<file path="src/rtl/pipe_pkg.sv">
// Shared types and constants for the pipeline skid stage: state encoding
// and the bit positions inside the control bundle.
package pipe_pkg;

    typedef enum logic [1:0] {
        EMPTY = 2'd0,
        ONE   = 2'd1,
        FULL  = 2'd2
    } pipe_state_e;

    localparam int CTRL_MEMTOREG = 0;
    localparam int CTRL_REGWRITE = 1;
    localparam int CTRL_MEMWRITE = 2;
    localparam int CTRL_EXTOP    = 3;

    // A beat sits in the main register whenever the stage is not empty.
    function automatic logic state_has_beat(input pipe_state_e s);
        return (s != EMPTY);
    endfunction

endpackage

</file>
<file path="src/rtl/pipe_sat_counter.sv">
// W-bit counter that increments on inc_i and sticks at all-ones.
// Only a synchronous active-low reset clears it.
module pipe_sat_counter #(
    parameter int W = 16
) (
    input  logic         clk_i,
    input  logic         rst_i,
    input  logic         inc_i,
    output logic [W-1:0] cnt_o
);

    logic [W-1:0] cnt_q;
    logic [W-1:0] cnt_d;

    always_comb begin
        cnt_d = cnt_q;
        if (inc_i && (cnt_q != {W{1'b1}})) begin
            cnt_d = cnt_q + 1'b1;
        end
    end

    always_ff @(posedge clk_i) begin
        if (!rst_i) begin
            cnt_q <= '0;
        end else begin
            cnt_q <= cnt_d;
        end
    end

    assign cnt_o = cnt_q;

endmodule

</file>
<file path="src/rtl/pipe_skid_stage.sv">
// Two-entry pipeline register with a skid slot, flush, and a state-decoded ready.
// Define PIPE_PERF_CNT_EN to add the saturating backpressure counter (stall_cnt_o).
module pipe_skid_stage
    import pipe_pkg::*;
#(
    parameter int PC_W   = 32,
    parameter int DATA_W = 32,
    parameter int CTRL_W = 4,
    parameter int CNT_W  = 16
) (
    input  logic              clk_i,
    input  logic              rst_i,
    input  logic              in_valid_i,
    output logic              in_ready_o,
    input  logic [PC_W-1:0]   pc_i,
    input  logic [DATA_W-1:0] data_i,
    input  logic [CTRL_W-1:0] ctrl_i,
    output logic              out_valid_o,
    input  logic              out_ready_i,
    output logic [PC_W-1:0]   pc_o,
    output logic [DATA_W-1:0] data_o,
    output logic [CTRL_W-1:0] ctrl_o,
    input  logic              flush_i
`ifdef PIPE_PERF_CNT_EN
    ,
    output logic [CNT_W-1:0]  stall_cnt_o
`endif
);

    pipe_state_e       state_q, state_d;
    logic [PC_W-1:0]   pc_q, pc_d;
    logic [DATA_W-1:0] data_q, data_d;
    logic [CTRL_W-1:0] ctrl_q, ctrl_d;
    logic [PC_W-1:0]   skid_pc_q, skid_pc_d;
    logic [DATA_W-1:0] skid_data_q, skid_data_d;
    logic [CTRL_W-1:0] skid_ctrl_q, skid_ctrl_d;
    logic              accept;
    logic              send;

    // Ready depends only on state, so out_ready_i never reaches in_ready_o.
    assign in_ready_o  = (state_q != FULL);
    assign out_valid_o = state_has_beat(state_q);
    assign accept      = in_valid_i && in_ready_o;
    assign send        = out_valid_o && out_ready_i;

    always_comb begin
        state_d     = state_q;
        pc_d        = pc_q;
        data_d      = data_q;
        ctrl_d      = ctrl_q;
        skid_pc_d   = skid_pc_q;
        skid_data_d = skid_data_q;
        skid_ctrl_d = skid_ctrl_q;
        if (flush_i) begin
            // Kill everything, including a beat offered this same cycle.
            state_d = EMPTY;
            ctrl_d  = '0;
        end else begin
            case (state_q)
                EMPTY: begin
                    if (accept) begin
                        pc_d    = pc_i;
                        data_d  = data_i;
                        ctrl_d  = ctrl_i;
                        state_d = ONE;
                    end
                end
                ONE: begin
                    if (accept && send) begin
                        pc_d   = pc_i;
                        data_d = data_i;
                        ctrl_d = ctrl_i;
                    end else if (send) begin
                        state_d = EMPTY;
                    end else if (accept) begin
                        skid_pc_d   = pc_i;
                        skid_data_d = data_i;
                        skid_ctrl_d = ctrl_i;
                        state_d     = FULL;
                    end
                end
                FULL: begin
                    if (send) begin
                        pc_d    = skid_pc_q;
                        data_d  = skid_data_q;
                        ctrl_d  = skid_ctrl_q;
                        state_d = ONE;
                    end
                end
                default: state_d = EMPTY;
            endcase
        end
    end

    always_ff @(posedge clk_i) begin
        if (!rst_i) begin
            state_q     <= EMPTY;
            pc_q        <= '0;
            data_q      <= '0;
            ctrl_q      <= '0;
            skid_pc_q   <= '0;
            skid_data_q <= '0;
            skid_ctrl_q <= '0;
        end else begin
            state_q     <= state_d;
            pc_q        <= pc_d;
            data_q      <= data_d;
            ctrl_q      <= ctrl_d;
            skid_pc_q   <= skid_pc_d;
            skid_data_q <= skid_data_d;
            skid_ctrl_q <= skid_ctrl_d;
        end
    end

    assign pc_o   = pc_q;
    assign data_o = data_q;
    // An empty stage always presents a bubble on the control lines.
    assign ctrl_o = out_valid_o ? ctrl_q : '0;

`ifdef PIPE_PERF_CNT_EN
    pipe_sat_counter #(
        .W (CNT_W)
    ) u_stall_cnt (
        .clk_i (clk_i),
        .rst_i (rst_i),
        .inc_i (out_valid_o && !out_ready_i),
        .cnt_o (stall_cnt_o)
    );
`else
    logic unused_cnt_w;
    assign unused_cnt_w = ^CNT_W;
`endif

endmodule

</file>
<file path="config.mk">
export PLATFORM = sky130hd
export DESIGN_NAME = pipe_skid_stage
export DESIGN_NICKNAME = d
export VERILOG_FILES = /design/src/rtl/pipe_pkg.sv /design/src/rtl/pipe_sat_counter.sv /design/src/rtl/pipe_skid_stage.sv
export SDC_FILE = /design/constraint.sdc
export NUM_CORES = 1
export LEC_CHECK = 0
export ABC_AREA = 1
export CAP_MARGIN = 20
export CORE_ASPECT_RATIO = 1.25
export CORE_UTILIZATION = 46
export CTS_BUF_LIST = sky130_fd_sc_hd__clkbuf_16
export CTS_CLUSTER_SIZE = 10
export DETAILED_ROUTE_END_ITERATION = 8
export GPL_TIMING_DRIVEN = 0
export PLACE_DENSITY = 0.76
export SLEW_MARGIN = 5
export SYNTH_ARGS = -nofsm -noshare
export SYNTH_HDL_FRONTEND = slang
export SYNTH_HIERARCHICAL = 1
export SYNTH_SLANG_ARGS = --single-unit
</file>
<file path="constraint.sdc">
create_clock -name clk_i -period 1.35 [get_ports clk_i]
set_clock_uncertainty 0.15 [all_clocks]
set_input_delay 0.27 -clock clk_i [delete_from_list [all_inputs] [get_ports clk_i]]
set_output_delay 0.27 -clock clk_i [all_outputs]
set_load 0.05 [all_outputs]
</file>
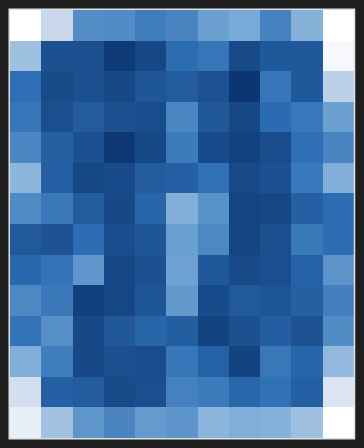
**Above:** cell area per tile.
11 x 14 tiles, from white (low) to dark blue (high), 0 to 100% covered.
The fullest tile reaches 98%. 1.9% of the tiles are nearly empty. 56% of the tiles are over 75% full. The mean over all tiles is 72%.

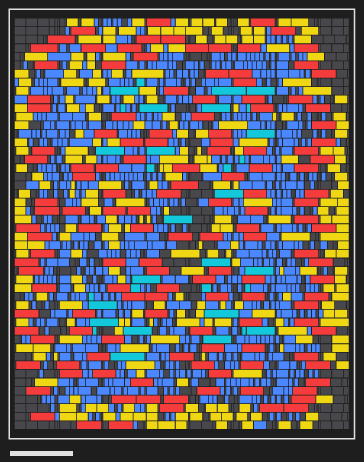
**Above:** cell classes on the final placement.
Bar = 20 um. Fill, decap, tap and diode cells in gray.
Red is sequential cells, cells 138, share of their area 27%. Cyan is clock drivers and dummy loads, cells 32, share of their area 5.5%. Yellow is remaining buffers and delay cells, cells 248, share of their area 28%. Blue is remaining logic cells, cells 797, share of their area 40%.

==> flow_metrics.env <==
# yosys + openroad results
export IMPL_taps=175
export IMPL_portBuffers=141
export IMPL_drive_above_1_share=0.355
export IMPL_timing_setup_tns_ns=-44.23
export IMPL_buf_share=0.270
export IMPL_seq_share=0.262
export IMPL_final_common_cell="nand2_1"
export IMPL_p_clk_frac=0.400
export IMPL_timing_rr_start="state_q[1]"
export IMPL_peakVddDrop_uv=643
export IMPL_hold_class="in2reg"
export IMPL_fillers=920
export IMPL_nClkBuffers=17
export IMPL_met2_usage=0.454
export IMPL_ys_ff=138
export IMPL_top_layer_used="met4"
export IMPL_logic_gate_count=707
export IMPL_clock_latency_ns=0.41
export IMPL_slew_headroom=0.470
export IMPL_mostFrequentLayoutCells="nand2_1, nor2_1, inv_1"
export IMPL_seq_cells=138
export IMPL_fin_cells=1390
export IMPL_cp_max_fo=7
export IMPL_power_uw=11600
export IMPL_grtUsageMet3=0.0594
export IMPL_r2r_setup_slack_ns=-0.41
export IMPL_die_area_um2=14800
export IMPL_holdPathStages=2
export IMPL_hold_viol_final=0
export IMPL_top_usage_layer="met2"
export IMPL_path_buffers=3
export IMPL_nonClockBufferCount=248
export IMPL_powerComb_uw=2560
export IMPL_worstReg2RegEnd="skid_pc_q[7]"
export IMPL_die_x_um=109
export IMPL_drc=0
export IMPL_max_freq_mhz=569
export IMPL_drtIter0Drc=434
export IMPL_warnings=29
export IMPL_cp_depth=8
export IMPL_period_used=1.30
export IMPL_post_dp_cell_area_um2=8670
export IMPL_ff_type="dfxtp_1"
export IMPL_cts_sinks=138
export IMPL_via_count=7085
export IMPL_grt_setup_unrepaired="yes"
export IMPL_hold_end="skid_pc_q[11]"
export IMPL_edf_count=0
export IMPL_routed_via_density=5.10
export IMPL_crit_required_ns=1.53
export IMPL_pwr_group_clock_uw=4650
export IMPL_common_cells="nand2_1, nor2_1, dfxtp_1"
export IMPL_setup_worst_path_end="skid_pc_q[7]"
export IMPL_failed_checks="setup timing"
export IMPL_setup_ws_ns=-0.407
export IMPL_antenna_found_initial=0
export IMPL_status="finished with violations"
export IMPL_setup_viol=144
export IMPL_inverters=90
export IMPL_max_slew_worst_pin_slew_ns=0.795
export IMPL_synth_xor_area_share=0
export IMPL_synth_adder_area_share=0
export IMPL_p_seq_uw=4430
export IMPL_power_density_nw_per_um2=1070
export IMPL_antenna_cells=0
